===== config.mk =====
export PLATFORM = sky130hd
export DESIGN_NAME = hardware_result_uart_tx
export DESIGN_NICKNAME = d
export VERILOG_FILES = /design/src/rtl/hardware_result_uart_tx.sv
export SDC_FILE = /design/constraint.sdc
export NUM_CORES = 1
export LEC_CHECK = 0
export ABC_CLOCK_PERIOD_IN_PS = 5100
export CORE_ASPECT_RATIO = 1.4
export CORE_UTILIZATION = 59
export DETAILED_ROUTE_END_ITERATION = 8
export GPL_ROUTABILITY_DRIVEN = 0
export PLACE_DENSITY = 0.79
export SKIP_CTS_REPAIR_TIMING = 1
export SLEW_MARGIN = 10
export SYNTH_ARGS = -nofsm -noshare
export SYNTH_HDL_FRONTEND = slang
export SYNTH_SLANG_ARGS = --single-unit

===== constraint.sdc =====
create_clock -name system1000 -period 5.1 [get_ports system1000]
set_input_delay 1.02 -clock system1000 [delete_from_list [all_inputs] [get_ports system1000]]
set_output_delay 1.02 -clock system1000 [all_outputs]
set_load 0.01 [all_outputs]

===== src/rtl/hardware_result_uart_tx.sv =====
// hardware_result_uart_tx
// Serial sink for the evaluator's 33-bit optional-result stream. Valid results
// (bit 32 set) are queued in a small FIFO and shipped as four 8N1 UART bytes,
// least-significant byte first. Results arriving while the FIFO is full (and
// no pop is happening that cycle) are dropped and counted.
module hardware_result_uart_tx #(
    parameter int CLKS_PER_BIT = 16,
    parameter int FIFO_DEPTH   = 4
) (
    input  logic        system1000,
    input  logic        system1000_rstn,
    input  logic [32:0] word_i,
    output logic        tx_o,
    output logic        busy_o,
    output logic        overflow_o,
    output logic [7:0]  drop_count_o
);

    // FIFO address width; pointers carry one extra wrap bit.
    localparam int AW = $clog2(FIFO_DEPTH);
    // Bit-timer width; CLKS_PER_BIT >= 2 keeps this at least one bit.
    localparam int CW = (CLKS_PER_BIT > 1) ? $clog2(CLKS_PER_BIT) : 1;
    localparam logic [CW-1:0] CNT_LAST = CW'(CLKS_PER_BIT - 1);

    typedef enum logic [1:0] {
        S_IDLE  = 2'd0,
        S_START = 2'd1,
        S_DATA  = 2'd2,
        S_STOP  = 2'd3
    } state_t;

    // ------------------------------------------------------------------
    // FIFO storage and pointers
    // ------------------------------------------------------------------
    logic [31:0]   r_mem [FIFO_DEPTH];
    logic [AW:0]   r_wr_ptr;
    logic [AW:0]   r_rd_ptr;

    logic          w_empty;
    logic          w_full;
    logic          w_valid_in;
    logic          w_push;
    logic          w_pop;
    logic          w_drop;
    logic [31:0]   w_head;
    logic [AW:0]   w_wr_ptr_next;
    logic [AW:0]   w_rd_ptr_next;
    logic          w_empty_next;

    // ------------------------------------------------------------------
    // Transmitter state
    // ------------------------------------------------------------------
    state_t        r_state;
    state_t        w_state_next;
    logic [CW-1:0] r_cnt;
    logic [CW-1:0] w_cnt_next;
    logic [2:0]    r_bit_idx;
    logic [2:0]    w_bit_idx_next;
    logic [1:0]    r_byte_idx;
    logic [1:0]    w_byte_idx_next;
    logic [31:0]   r_shift;
    logic [31:0]   w_shift_next;
    logic          w_bit_end;

    // Registered outputs and drop bookkeeping
    logic          r_tx;
    logic          w_tx_next;
    logic          r_busy;
    logic          w_busy_next;
    logic          r_overflow;
    logic [7:0]    r_drop_count;

    // Full/empty come from comparing the wrap bit and the address bits.
    assign w_empty    = (r_wr_ptr == r_rd_ptr);
    assign w_full     = (r_wr_ptr[AW] != r_rd_ptr[AW]) &&
                        (r_wr_ptr[AW-1:0] == r_rd_ptr[AW-1:0]);
    assign w_head     = r_mem[r_rd_ptr[AW-1:0]];

    // A pop in the same cycle frees a slot, so a full FIFO can still accept.
    assign w_valid_in = word_i[32];
    assign w_push     = w_valid_in && (!w_full || w_pop);
    assign w_drop     = w_valid_in && !w_push;

    assign w_wr_ptr_next = r_wr_ptr + {{AW{1'b0}}, w_push};
    assign w_rd_ptr_next = r_rd_ptr + {{AW{1'b0}}, w_pop};
    assign w_empty_next  = (w_wr_ptr_next == w_rd_ptr_next);

    assign w_bit_end  = (r_cnt == CNT_LAST);

    // Write accepted results into storage (contents need no reset).
    always_ff @(posedge system1000) begin
        if (w_push) begin
            r_mem[r_wr_ptr[AW-1:0]] <= word_i[31:0];
        end
    end

    // Advance FIFO pointers; reset empties the queue.
    always_ff @(posedge system1000 or negedge system1000_rstn) begin
        if (!system1000_rstn) begin
            r_wr_ptr <= '0;
            r_rd_ptr <= '0;
        end else begin
            r_wr_ptr <= w_wr_ptr_next;
            r_rd_ptr <= w_rd_ptr_next;
        end
    end

    // Next-state logic: frame sequencing, bit timer, byte/bit indices, pops.
    always_comb begin
        w_state_next    = r_state;
        w_cnt_next      = r_cnt;
        w_bit_idx_next  = r_bit_idx;
        w_byte_idx_next = r_byte_idx;
        w_shift_next    = r_shift;
        w_pop           = 1'b0;

        case (r_state)
            S_IDLE: begin
                w_cnt_next = '0;
                if (!w_empty) begin
                    w_pop           = 1'b1;
                    w_shift_next    = w_head;
                    w_byte_idx_next = 2'd0;
                    w_bit_idx_next  = 3'd0;
                    w_state_next    = S_START;
                end
            end

            S_START: begin
                if (w_bit_end) begin
                    w_cnt_next     = '0;
                    w_bit_idx_next = 3'd0;
                    w_state_next   = S_DATA;
                end else begin
                    w_cnt_next = r_cnt + 1'b1;
                end
            end

            S_DATA: begin
                if (w_bit_end) begin
                    w_cnt_next = '0;
                    if (r_bit_idx == 3'd7) begin
                        w_state_next = S_STOP;
                    end else begin
                        w_bit_idx_next = r_bit_idx + 3'd1;
                    end
                end else begin
                    w_cnt_next = r_cnt + 1'b1;
                end
            end

            S_STOP: begin
                if (w_bit_end) begin
                    w_cnt_next     = '0;
                    w_bit_idx_next = 3'd0;
                    if (r_byte_idx != 2'd3) begin
                        // Next byte of the same result.
                        w_byte_idx_next = r_byte_idx + 2'd1;
                        w_shift_next    = {8'h00, r_shift[31:8]};
                        w_state_next    = S_START;
                    end else if (!w_empty) begin
                        // Chain straight into the next queued result.
                        w_pop           = 1'b1;
                        w_shift_next    = w_head;
                        w_byte_idx_next = 2'd0;
                        w_state_next    = S_START;
                    end else begin
                        w_state_next = S_IDLE;
                    end
                end else begin
                    w_cnt_next = r_cnt + 1'b1;
                end
            end

            default: begin
                w_state_next = S_IDLE;
                w_cnt_next   = '0;
            end
        endcase
    end

    // Line level and busy flag are computed from the next state so the
    // registered outputs line up exactly with the state they describe.
    always_comb begin
        w_tx_next = 1'b1;
        case (w_state_next)
            S_START: w_tx_next = 1'b0;
            S_DATA:  w_tx_next = w_shift_next[w_bit_idx_next];
            default: w_tx_next = 1'b1;
        endcase
        w_busy_next = (w_state_next != S_IDLE) || !w_empty_next;
    end

    // Transmitter state registers; reset abandons any frame in flight.
    always_ff @(posedge system1000 or negedge system1000_rstn) begin
        if (!system1000_rstn) begin
            r_state    <= S_IDLE;
            r_cnt      <= '0;
            r_bit_idx  <= 3'd0;
            r_byte_idx <= 2'd0;
            r_shift    <= '0;
        end else begin
            r_state    <= w_state_next;
            r_cnt      <= w_cnt_next;
            r_bit_idx  <= w_bit_idx_next;
            r_byte_idx <= w_byte_idx_next;
            r_shift    <= w_shift_next;
        end
    end

    // Registered line and busy outputs; the line returns high on reset.
    always_ff @(posedge system1000 or negedge system1000_rstn) begin
        if (!system1000_rstn) begin
            r_tx   <= 1'b1;
            r_busy <= 1'b0;
        end else begin
            r_tx   <= w_tx_next;
            r_busy <= w_busy_next;
        end
    end

    // Sticky overflow flag and saturating drop counter.
    always_ff @(posedge system1000 or negedge system1000_rstn) begin
        if (!system1000_rstn) begin
            r_overflow   <= 1'b0;
            r_drop_count <= 8'd0;
        end else if (w_drop) begin
            r_overflow <= 1'b1;
            if (r_drop_count != 8'hFF) begin
                r_drop_count <= r_drop_count + 8'd1;
            end
        end
    end

    assign tx_o         = r_tx;
    assign busy_o       = r_busy;
    assign overflow_o   = r_overflow;
    assign drop_count_o = r_drop_count;

endmodule

Run 1, cell outlines without signal wires:
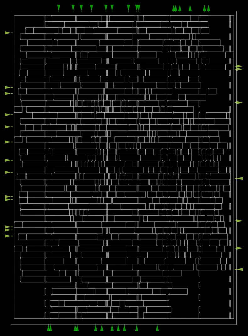
placeable core region: 0.01339 mm^2
num rows: 50
Taps Inserted: 182
final core utilization: 0.6959
sequential share of cell area: 0.5740

Run 1, signal wires on met3:
The bar under the picture is 20 um long.
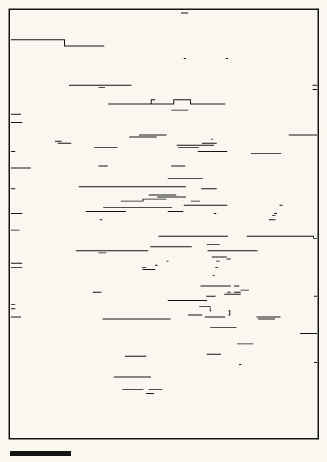
nets with wire on the layer	71
wire length on this layer	642 um
main direction	horizontal
share of all routed wire	4.1%

Run 1, placement density heat map:
The die is cut into 10 by 14 equal tiles; white is low, dark blue is high, 0 to 100% covered.
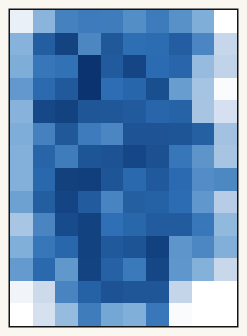
emptiest ninth of the die	lower right
mean over tiles	64%
fullest tile	99%
nearly empty tiles	4.3%

Run 1, placement by cell class:
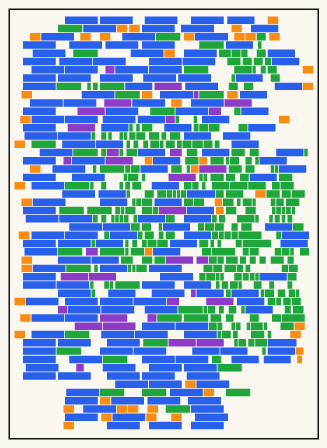
class	colour	cells	share of their area
other buffers and delay cells	orange	52	5.5%
combinational and other logic	green	303	29%
clock drivers and dummy loads	purple	32	6.4%
flops	blue	188	59%

run 1: worst reg2reg max path, delay by kind of cell, from the launching register on:
family          cells  cell delay [ns]
compound gates      2             0.56
simple gates        3             1.68
flops               1             0.41
fa+ha+maj           1             0.28
run 1: power groups by stage:
stage / Combinational [W] / Sequential [W] / Clock, W
2_1_floorplan: 0.00149 / 0.00227 / 0
3_3_place_gp: 0.00189 / 0.00237 / 0
3_5_place_dp: 0.00194 / 0.00240 / 0
4_1_cts: 0.00195 / 0.00237 / 0.00131
5_1_grt: 0.00211 / 0.00241 / 0.00136
6_report: 0.00195 / 0.00237 / 0.00129
run 1: metal layers:
metal  up-vias  global-route usage  part of all wire
li1       2126                   -                 -
met1      2337              0.2846              0.38
met2       153              0.4107              0.54
met3        39             0.05255             0.041
met4         0              0.1190             0.039
met5         -                   0                 0
run 1: area by class of cell:
cell class | instances | area [um^2] | area share
sequential | 188 | 5348 | 0.5740
inverter | 11 | 41.29 | 0.004432
timing repair buffer | 52 | 498.0 | 0.05345
clock buffer | 17 | 425.4 | 0.04566
multi-input combinational | 292 | 2619 | 0.2811
clock inverter | 15 | 157.7 | 0.01692
tap | 182 | 227.7 | 0.02444
run 1: metrics by stage:
stage | worst slack (ns) | utilization | total power (W) | cell area, um^2 | hold WS [ns]
4_1_cts | 1.786 | 0.6957 | 0.005629 | 9314 | 0.4810
5_1_grt | 1.540 | 0.6959 | 0.005876 | 9316 | 0.5048
6_report | 1.789 | 0.6959 | 0.005603 | 9316 | 0.4796
3_5_place_dp | 1.798 | 0.6522 | 0.004337 | 8731 | 0.4630
3_3_place_gp | 1.976 | 0.6522 | 0.004260 | 8731 | 0.4671
2_1_floorplan | 0.8659 | - | 0.003763 | 8108 | 0.4612
==> reports/metrics.cfg, run 1 <==
[run_status]
status = completed

[synthesis]
yosysTopAreaCellShare = 0.4741
avgSynthCellArea_um2 = 15.74
ys_sh_xor = 0.02423
yosys_warnings = 0
netlist_top_cells_count = edfxtp_1 (128), dfrtp_1 (59), nand2_1 (51), mux4_2 (32), o21ai_0 (24)
syn_area_mm2 = 0.008108
synthCells = 515
ys_sh_simple = 0.06049
ys_area_mm2 = 0.008108
top_cells_by_area = edfxtp_1 (47%), dfrtp_1 (18%), mux4_2 (8.9%)
synth_flops = 188
fp_nets = 563
ys_cells = 515
ys_sh_adder = 0.02006
synth.area.mux_share = 0.1139
synth_cell_types = 64
aoi_share = 0.1025

[drt]
vias = 4655
routedWlPerCell_um = 20.53
viasPerCell = 6.149
drc_errors = 0
dr.pass1.iters = 7
antenna_left = 0
drtIter0Drc = 334

[power]
cellLeakagePower_nw = 3.395
clockPowerShare = 0.229
power.internal_w = 0.003599
p_switching_w = 0.002004
cellPowerDensity_mw_per_mm2 = 601.4
seqPwrFrac = 0.423

[die]
dieHeight_um = 140.7
ios = 46
fp_util = 0.6056
die_w_um = 101.1

[final_timing]
period_minus_slack_ns = 3.311
fin_setup_tns_ns = 0
worst_slew_pin_slew_ns = 1.074
report.final.slew_viol_count = 0
setup_viol = 0
maxSlewHeadroom = 0.2811
hold_viol = 0
fin_worst_skew_ns = 0.005784

[clock_network]
clk_pin_slew_ns = 0.07
worstSkewPairLatency_ns = 0.42
cts_tree = yes
cts.root.buffer_cell = clkbuf_16
cts_buffers = 17
clock-sinks = 188
cts.htree.levels = 4

[hold_path]
whs_endpoint = overflow_o
holdCritPathClass = reg2reg
hold_depth = 1

[critical_path]
critical_path_cell_count = 6
ff2ff_path_depth = 6
start_kind = flip-flop
cp_top_family = simple AND/OR/NAND/NOR gates
ff2ff_setup_slack_ns = 1.79
crit_buf_inv = 0
rr_endpoint = r_mem[3][30]
worstSetupPathType = reg2reg
critPathLaunch = r_cnt[0]
crit_path_end = r_mem[3][30]
critPathMaxStageDelay_ns = 0.79
cp_data_arrival_time_ns = 3.35
slowest_stage = and3_2

[global_routing]
grt_pass1_wl_um = 25200
grt_max_degree = 61
grt_pass1_vias = 4893
grt-ovfl-total = 0
antenna_found_initial = 0
track_usage = 0.2399

[layout]
nNetsFinal = 610
antenna_cells = 0
fin_cells = 757
largest_reg_flops = 128
final_layout_size_suffix_gt1_frac = 0.1687
lay_top_count = edfxtp_1
final_cell_mix = edfxtp_1 (128), dfrtp_1 (58), nand2_1 (51)

[run]
drv_cap = 0
tool_warnings = 30

[placed_design]
dp_cells = 725
io_buffer_count = 45
place.detailed.hpwl_um = 10100

Run 1, sequential cells grouped by signal name:
The bar under the picture is 20 um long. Other sequential cells in the stronger grey, the rest of the logic in the fainter grey.
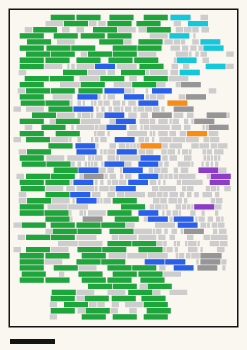

==> run 2, diff against run 1 <==
ABC_CLOCK_PERIOD_IN_PS = 2800   (was 5100)
CORE_UTILIZATION = 54   (was 59)
PLACE_DENSITY = 0.76   (was 0.79)
clock period = 2.8 ns   (was 5.1 ns; I/O delays follow)
Run 2, sequential cells grouped by signal name:
The bar under the picture is 20 um long. Other sequential cells in the stronger grey, the rest of the logic in the fainter grey.
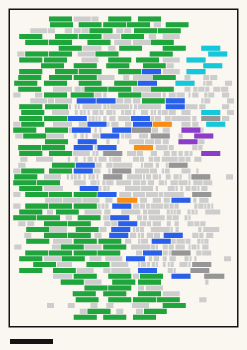
name in the netlist	colour	placed flops
`r_rd_ptr`	orange	3
`r_shift`	blue	32
`drop_count_o`	cyan	8
`r_mem`	green	128
`r_cnt`	purple	4
not coloured	13

==> reports/metrics.cfg, run 2 <==
[run_status]
status = completed

[final_timing]
fin_worst_skew_ns = 0.009170
worst_hold_slack_ns = 0.1160
worst_slew_pin_slew_ns = 1.118
report.final.slew_viol_count = 0
period_minus_slack_ns = 2.657

[critical_path]
crit_buf_inv = 0
ff2ff_setup_slack_ns = 0.14
cp_data_arrival_time_ns = 2.97
slowest_stage = dfrtp_1
start_kind = flip-flop
critPathMaxStageDelay_ns = 0.42

[synthesis]
avgSynthCellArea_um2 = 15.74
ys_area_mm2 = 0.008108
syn_area_mm2 = 0.008108
synthCells = 515
top_cells_by_area = edfxtp_1 (47%), dfrtp_1 (18%), mux4_2 (8.9%)
netlist_top_cells_count = edfxtp_1 (128), dfrtp_1 (59), nand2_1 (51), mux4_2 (32), o21ai_0 (24)

[global_routing]
antenna_found_initial = 0
track_usage = 0.2238
grt_max_degree = 39
grt-ovfl-total = 0

[die]
core_area_mm2 = 0.01457
fp_util = 0.5563
die_w_um = 105.6
ios = 46

[drt]
viasPerCell = 6.073
antenna_left = 0

[layout]
utilization = 0.6540
antenna_cells = 0
fin_cells = 776
nNetsFinal = 622

[clock_network]
cts.htree.levels = 4
cts_buffers = 17
cts_tree = yes

[run]
drv_cap = 0
tool_warnings = 30

[placed_design]
place.detailed.hpwl_um = 10320
io_buffer_count = 45
dp_cells = 744

[hold_path]
holdCritPathClass = in2async

[power]
cellPowerDensity_mw_per_mm2 = 1102

==> run 2: cell families after synthesis <==
kind of cell / share of synthesized area
DFF: 0.6594
AOI/OAI and AO/OA: 0.1025
and+or+nand+nor: 0.06050
muxes: 0.1139
buffers and inverters: 0.01944
xor gates and xnor gates: 0.02423
adders and majority gates: 0.02006
==> run 2: metrics by stage <==
stage          worst slack, ns  area (um^2)  total power [W]
3_3_place_gp            0.2420         8911         0.007963
6_report                0.1430         9532          0.01050
3_5_place_dp            0.1893         8911         0.008117
5_1_grt                0.04073         9532          0.01105
4_1_cts                 0.1599         9532          0.01058
2_1_floorplan           0.1113         8122         0.006863
==> run 2: layout make-up <==
cell class                      instances  area, um^2
Sequential cell                       188        5348
Fill cell                             994        5042
Multi-Input combinational cell        292        2623
Timing Repair Buffer                   64       663.1
Clock buffer                           17       425.4
Tap cell                              189       236.5
Clock inverter                         15       195.2
Inverter                               11       41.29
==> run 2: final timing paths <==
check                                start         end  depth (start not counted)
max in group asynchronous  system1000_rstn        tx_o                          2
hold reg to reg                 overflow_o  overflow_o                          1
setup / recovery                  r_cnt[0]      busy_o                         11
hold / removal             system1000_rstn  r_shift[6]                          1
setup reg to reg                  r_cnt[0]      busy_o                         11
min in group system1000         overflow_o  overflow_o                          1
==> run 2: power by group <==
group          internal (W)  leakage (nW)  switching (W)
Sequential          0.00378          1.96       0.000442
Combinational       0.00166          1.24        0.00219
Clock               0.00129         0.301        0.00114
==> run 2: per-layer routing <==
| metal | global-route usage | wire (um) |
|---|---|---|
| met1 | 0.2667 | 6244 |
| met3 | 0.03416 | 610 |
| met5 | 0 | 0 |
| met4 | 0.1347 | 610 |
| met2 | 0.3839 | 8388 |
Run 2, placement by cell class:
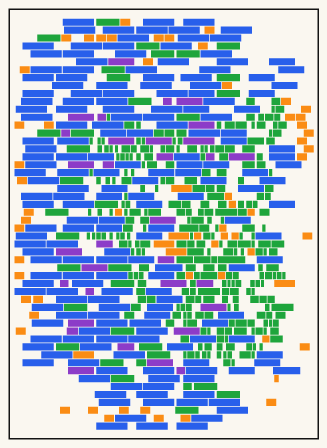

==> run 3, diff against run 2 <==
ABC_AREA = 0   (was default)
TNS_END_PERCENT = 1   (was default)
Run 3, placement by cell class:
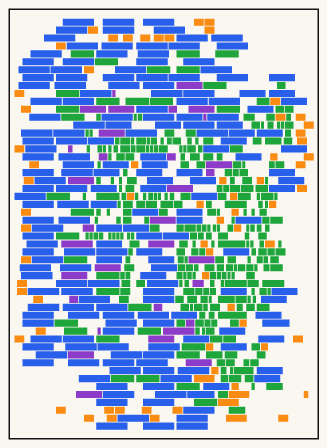
class	colour	cells	share of their area
flops	blue	188	58%
other buffers and delay cells	orange	69	7.3%
combinational and other logic	green	303	29%
clock drivers and dummy loads	purple	32	6.3%

==> reports/metrics.cfg, run 3 <==
[layout]
final_cell_area_mm2 = 0.009520
lay_top_count = edfxtp_1
fin_cells = 781
nNetsFinal = 627
final_cell_mix = edfxtp_1 (128), dfrtp_1 (58), nand2_1 (51)

[power]
cellLeakagePower_nw = 3.501
seqPwrFrac = 0.400
cellPowerDensity_mw_per_mm2 = 1103
power.internal_w = 0.006833

[synthesis]
ys_cells = 515
aoi_share = 0.1025
yosys_warnings = 0
fp_nets = 563
synth.area.mux_share = 0.1139
netlist_top_cells_count = edfxtp_1 (128), dfrtp_1 (59), nand2_1 (51), mux4_2 (32), o21ai_0 (24)
synthTopLogicFamily = multiplexers
top_cells_by_area = edfxtp_1 (47%), dfrtp_1 (18%), mux4_2 (8.9%)
synth_flops = 188
avgSynthCellArea_um2 = 15.74
ys_area_mm2 = 0.008108
synth_cell_types = 64
ys_sh_simple = 0.06049

[critical_path]
r2r-start = r_cnt[0]
slowest_stage = dfrtp_1
worstSetupPathType = reg2reg
cp_top_family = simple AND/OR/NAND/NOR gates
crit_buf_inv = 1
ff2ff_path_depth = 11

[clock_network]
cts_tree = yes
clock-sinks = 188
worstSkewPairLatency_ns = 0.42
cts.htree.levels = 4
clk_pin_slew_ns = 0.07

[final_timing]
period_minus_slack_ns = 2.559
fin_worst_skew_ns = 0.01165
report.final.slew_viol_count = 0
hold_viol = 0
worst_hold_slack_ns = 0.2743
setup_viol = 0
worst_slack_ns = 0.2412
worst_slew_pin_slew_ns = 1.144

[run_status]
status = completed

[run]
drv_cap = 0
tool_warnings = 31

[die]
die_w_um = 105.6
rows = 52
dieHeight_um = 147.0
ios = 46
core_area_mm2 = 0.01457

[drt]
routedWlPerCell_um = 19.97
viasPerCell = 6.059
vias = 4732
antenna_left = 0

[global_routing]
track_usage = 0.2173
grt_pass1_wl_um = 25500
grt_pass1_vias = 5004
gr-usage-met2 = 0.3766
top_usage_layer = met2

run 3: worst reg2reg max path: cells and delay by family (launching register included):
| kind | cells | cell delay [ns] |
|---|---|---|
| buffers and inverters | 1 | 0.25 |
| AOI/OAI and AO/OA | 1 | 0.19 |
| adders and majority gates | 3 | 0.61 |
| and+or+nand+nor | 4 | 0.66 |
| xor gates and xnor gates | 2 | 0.33 |
| DFF | 1 | 0.41 |
run 3: routing by layer:
layer,wire length [um],up-vias
met5,0,-
met4,402,0
met2,8331,149
met1,6262,2403
met3,600,28
li1,-,2152
run 3: power by group through the flow:
stage	Combinational [W]	Sequential (W)	Clock [W]
after floorplan	0.00273	0.00413	0
after global placement	0.00382	0.00417	0
after detailed placement	0.00391	0.00424	0
after CTS	0.00394	0.00419	0.00242
after global routing	0.00423	0.00426	0.00254
final	0.00391	0.00420	0.00239
run 3: final cells by class:
cell class	count	area [um^2]	area share
clock buffers	20	436.7	0.04587
clock inverters	12	148.9	0.01564
inverters	11	41.29	0.004337
multi-input cells	292	2634	0.2766
flip-flops and latches	188	5348	0.5617
well taps	189	236.5	0.02484
repair buffers	69	675.6	0.07097
run 3: how the worst max path moves through the flow:
stage | from | to | depth (start not counted) | slack (ns)
2_1_floorplan | r_cnt[0] | r_mem[0][0] | 7 | -0.29
6_report | r_cnt[0] | busy_o | 11 | 0.24
5_1_grt | r_wr_ptr[1] | busy_o | 10 | 0.04
3_5_place_dp | r_cnt[0] | busy_o | 11 | 0.26
3_3_place_gp | r_cnt[0] | busy_o | 11 | 0.31
4_1_cts | r_cnt[0] | busy_o | 11 | 0.24
Power and IR drop assume default switching activity.
